run_1/congestion.png
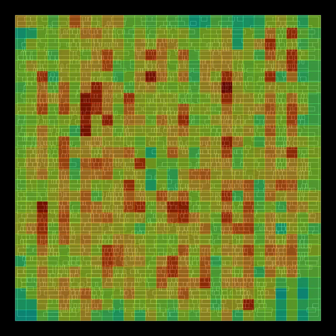
run_1/io_placement.png
Drawn at 2 px/um. Pins as bars across the die edge, other pins in gray.
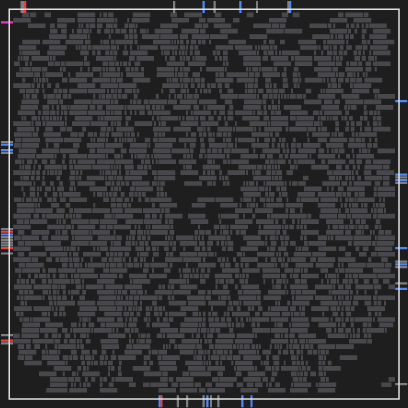
run_1/metal_density.png
Drawn at 2 px/um. The die is cut into 39 by 39 equal tiles; dark blue is low, red is high, scaled to the fullest tile. Values are wire area over tile area, all layers added.
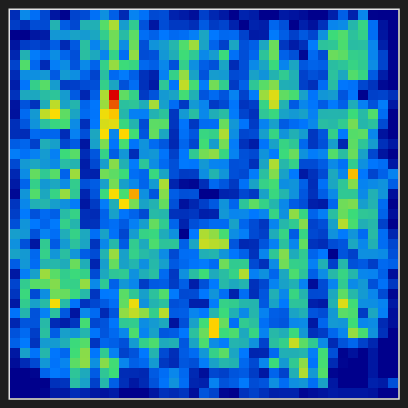
Design mfp_input_debounce, sky130hd; sources not shown.
==> results.txt, run 1 <==
yosys + openroad results -> status finished, final reports clean, synth cell count leaders dfrtp_1 (467), nor2_1 (322), xnor2_1 (169), nand2_1 (125), nand3_1 (122), setup bufs post-CTS 0, Max Slew Vio Count 0, die width 194 um, Adders+Majority by Area 1.19%, row cnt 70, tool warnings 26, Slew HR 51.6%, Final Hold Viols 0, Via density 5.79, layout cell share with drive strength beyond 1 7.88%, Final GP Congestion 0.857, RSZ-0062 raised after global routing no, number of top-level pins 49, Crit Path Class flop to flop, yosys xor share 11.1%, max-cap viol count 0, hold depth 0, Critical Path End Type flop, distinct lib cells 55, Insertion Delay late pin 0.58 ns, largest area contributor in the netlist dfrtp_1, vias in the first global route 15868, most frequent cell after synthesis dfrtp_1, Worst setup SP type flop, Worst Path Arrival 2.64 ns, maximum fanout along the worst path 18, Power Density 551 mW/mm^2, first-pass GRT wire length 72200 um, aoi share 6.00%, cts bufs inserted 49, Syn Inst Count 2182, CTS Sinks 467, Nets 2291, core area 0.0364 mm^2, Post-Syn Area 0.0222 mm^2, MUX share of area 1.07%, Req. time, crit path 3.34 ns, FP Util 60.8%, Top-area cell share 52.7%
About congestion.png:
met2 usage: 37.4%
GR peak layer: met2
met1 usage: 30.0%
Avg WL per Cell: 14.8 um

About io_placement.png:
port	color	pins	direction	edge
db_sw	blue	16	output	6 east, 4 south, 3 west, 3 north
HCLK	magenta	1	input	west
raw_pb	red	5	input	3 west, 1 north, 1 south
Die H: 194 um
port bufs: 48

About metal_density.png:
mean over tiles	0.17
nearly empty tiles	5.0%
tiles over half the peak	11%
GRT Util Overall: 22.3%
Post-Route WL: 40700 um

==> run 1: stage by stage <==
| step | hold slack [ns] | setup slack, ns | std cells | instance area [um^2] | power (mW) |
|---|---|---|---|---|---|
| 6_report | 0.342 | 0.699 | 2753 | 24900 | 13.7 |
| 5_1_grt | 0.347 | 0.580 | 2753 | 24900 | 14.2 |
| 4_1_cts | 0.345 | 0.679 | 2753 | 24900 | 13.9 |
| 3_5_place_dp | 0.336 | 0.718 | 2663 | 23200 | 7.28 |
| 3_3_place_gp | 0.332 | 0.764 | 2663 | 23200 | 7.26 |
| 2_1_floorplan | 0.284 | 0.887 | 2182 | 22200 | 7.02 |
==> run 1: per-layer routing <==
metal  global-route usage [%]  part of all wire, %
met5                        0                    0
met2                     37.4                   48
met1                     30.0                   47
met4                     7.05                  1.7
met3                     3.41                  3.2
==> run 1: what timing repair did <==
action	in CTS	in global routing
endpoints found under the hold margin	38	0
hold buffers	1	0
resized	0	0
endpoints found under the setup margin	0	0
==> run 1: layout by cell type, fill, tap and decap left out, types with 9 or more instances in the layout <==
cell               n
a21oi_1           96
mux2_2            21
nand3_1          122
inv_1             69
nor4_1            52
o31ai_1           38
clkbuf_1          10
or2_2             11
nor4b_1           12
nor2_1           322
or4_1             60
and3_1            20
clkbuf_8           9
xnor2_1          169
clkinv_2           9
clkbuf_16         51
nand4_1           99
buf_4             12
nand2_1          125
and4_1            30
xor2_1           113
dfrtp_1          467
or3_1             69
clkdlybuf4s50_1   47
ha_1              21
nor3_1            51
and2_1            23
o21ai_0           52
==> run 1: layout make-up <==
class                           count  area [um^2]  area share [%]
Clock buffer                       70         1440            5.77
Clock inverter                     19          279            1.12
Inverter                           69          259            1.04
Multi-Input combinational cell   1593         9970            40.0
Sequential cell                   467        11700            46.9
Tap cell                          468          586            2.35
Timing Repair Buffer               67          706            2.83
==> run 1: power breakdown <==
part / switching (mW) / internal, mW
Clock: 2.53 / 4.06
Sequential: 0.0981 / 6.62
Combinational: 0.293 / 0.140
==> run 1: kinds of logic after synthesis <==
family                     Yosys count
AOI/OAI and AO/OA                  212
xor gates and xnor gates           282
adders and majority gates           21
buffers and inverters              122
DFF                                467
muxes                               21
and+or+nand+nor                   1057
==> run 1: worst max-delay path, cell delays in order (launching register included) <==
cell and delay [ns]:
dfrtp_1 0.42, or4_1 0.54, or4_4 0.56, o21ai_4 0.43
nor2_1 0.11
## Run 2: what changed since run 1
--- a/config.mk
+++ b/config.mk
@@ -5,9 +5,9 @@
 export SDC_FILE = /design/constraint.sdc
 export NUM_CORES = 1
 export LEC_CHECK = 0
-export CORE_UTILIZATION = 60
+export CORE_UTILIZATION = 56
 export DETAILED_ROUTE_END_ITERATION = 16
-export PLACE_DENSITY = 0.74
+export PLACE_DENSITY = 0.73
 export SETUP_SLACK_MARGIN = 0.1
 export SYNTH_ARGS = -nofsm -noshare
 export SYNTH_HDL_FRONTEND = slang
==> constraint.sdc (replaced) <==
create_clock -name HCLK -period 1.9 [get_ports HCLK]
set_input_delay 0.38 -clock HCLK [delete_from_list [all_inputs] [get_ports HCLK]]
set_output_delay 0.38 -clock HCLK [all_outputs]
set_load 0.01 [all_outputs]
run_2/congestion.png
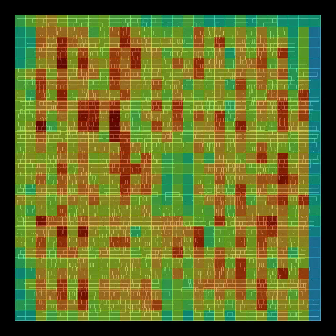
met1 usage: 30.5%
met2 usage: 37.6%

==> run 2 against run 1 <==
The run now ends with negative setup slack left. Setup slack worse by 0.86 ns. Clock-buffer cell count down 3. Combinational power up 120%. Synthesized cell count unchanged. Register-to-register slack worse by 0.86 ns. Flip-flop count unchanged. Critical path type unchanged. Largest power group is now the clock network.
==> results.txt, run 2 <==
yosys + openroad results -> most frequent cell after synthesis dfrtp_1 (unchanged), layout cell share with drive strength beyond 1 25.2% (was 7.88%), distinct lib cells 55 (unchanged), Final WS setup -0.159 ns (was 0.699 ns), synth cell count leaders dfrtp_1 (467), nor2_1 (322), xnor2_1 (169), nand2_1 (125), nand3_1 (122) (unchanged), cell area after layout 0.0283 mm^2 (was 0.0249 mm^2), FP Util 57.1% (was 60.8%), Via density 5.66 (was 5.79), die width 201 um (was 194 um), Nets 2575 (was 2291), leakage 11.7 nW (was 9.99 nW), number of top-level pins 49 (unchanged), row cnt 72 (was 70), Slew HR 69.9% (was 51.6%), max-cap viol count 0 (unchanged), CTS max path bufs 3 (unchanged), Power Density 767 mW/mm^2 (was 551 mW/mm^2), min-delay worst type input port to flop (was flop to flop), Worst setup SP type flop (unchanged), Post-Route WL 47400 um (was 40700 um), Die H 201 um (was 194 um), Area after DPL 0.0250 mm^2 (was 0.0232 mm^2), Top Layout Cells dfrtp_1 (455), nor2_1 (272), buf_4 (270), xnor2_1 (169), nand2_1 (123) (was dfrtp_1 (467), nor2_1 (322), xnor2_1 (169), nand2_1 (125), nand3_1 (122)), maximum fanout along the worst path 5 (was 18), Post-Syn Area 0.0222 mm^2 (unchanged), Avg WL per Cell 15.3 um (was 14.8 um), Syn Inst Count 2182 (unchanged), clk_skew 0.0303 ns (was 0.0140 ns), core area 0.0388 mm^2 (was 0.0364 mm^2), dpl ws -0.138 ns (was 0.718 ns), largest area contributor in the netlist dfrtp_1 (unchanged), vias in the first global route 17309 (was 15868), Worst Path Arrival 2.53 ns (was 2.64 ns), cts bufs inserted 50 (was 49), port bufs 48 (unchanged), Cells after DPL 2922 (was 2663), Commonest Layout Cell dfrtp_1 (unchanged), Insertion Delay late pin 0.60 ns (was 0.58 ns), Final Setup Violations 76 (was 0), hold depth 1 (was 0), Top-area cell share 52.7% (unchanged), status finished with violations (was finished, final reports clean), Req. time, crit path 2.37 ns (was 3.34 ns), GRT Util Overall 22.7% (was 22.3%), Max Slew Vio Count 0 (unchanged), Post-synth EDFFs 0 (unchanged), Critical Path End Type flop (unchanged), failing checks negative setup slack, hold_ws 0.226 ns (was 0.342 ns), CTS Sinks 467 (unchanged), Final GP Congestion 0.886 (was 0.857), RSZ-0062 raised after global routing yes (was no)
## run 2: cell types whose count changed in the layout (fill, tap and decap cells not counted), moves of 27 or more
cell	change
a21oi_1	-28
buf_4	+258
nor2_1	-50
nor2_2	+27
or4_1	-27
or4_4	+27
## run 2: final cells by class
cell class                      count  area (um^2)
Clock buffer                       67         1430
Fill cell                        2632        10500
Tap cell                          518          648
Inverter                           69          259
Clock inverter                     24          373
Timing Repair Buffer              350         2980
Multi-Input combinational cell   1593        10900
Sequential cell                   467        11700
## run 2: worst max-delay path, stage by stage, from the launching register on
cell and delay, ns:
dfrtp_1 0.38, or4b_1 0.52, or4_4 0.59, o21ai_4 0.22
buf_6 0.18, a21oi_2 0.04
## run 2: power breakdown
group	internal [mW]	leakage, nW	total (mW)	switching (mW)
combinational	0.386	4.46	0.944	0.558
sequential	10.1	6.36	10.3	0.147
clock	6.49	0.886	10.5	4.00
## run 2: what timing repair did
| action | 4_1_cts | 5_1_grt |
|---|---|---|
| pin swaps | 31 | 75 |
| buffers inserted | 14 | 53 |
| hold buffers | 1 | 0 |
| endpoints found under the hold margin | 28 | 0 |
| setup endpoints to repair | 148 | 229 |
| cloned | 3 | 4 |
| gates resized | 94 | 160 |
## run 2: routing by layer
metal | GRT usage, % | vias to the layer above | share of wire [%]
met5 | 0 | - | 0
met4 | 8.12 | 0 | 2.3
met3 | 3.33 | 96 | 3.5
met2 | 37.6 | 297 | 50
met1 | 30.5 | 8641 | 45
li1 | - | 8444 | -
## run 2: metrics by stage
| step | TNS [ns] | total power [mW] | util (%) |
|---|---|---|---|
| 2_1_floorplan | -3.02 | 10.7 | - |
| 3_3_place_gp | -1.21 | 11.2 | 64.5 |
| 3_5_place_dp | -2.96 | 11.2 | 64.5 |
| 4_1_cts | -5.05 | 21.8 | 70.0 |
| 5_1_grt | -10.74 | 22.5 | 72.8 |
| 6_report | -6.51 | 21.7 | 72.8 |
## run 2: cells by family (layout without fill, tap and decap cells)
logic type	after synthesis	in the layout	share of synthesized area, %
muxes	21	21	1.07
adders and majority gates	21	21	1.19
DFF	467	467	52.7
AOI/OAI and AO/OA	212	212	6.00
and+or+nand+nor	1057	1057	25.6
buffers and inverters	122	510	2.28
xor gates and xnor gates	282	282	11.1
Power is estimated from default activity; no workload was simulated.
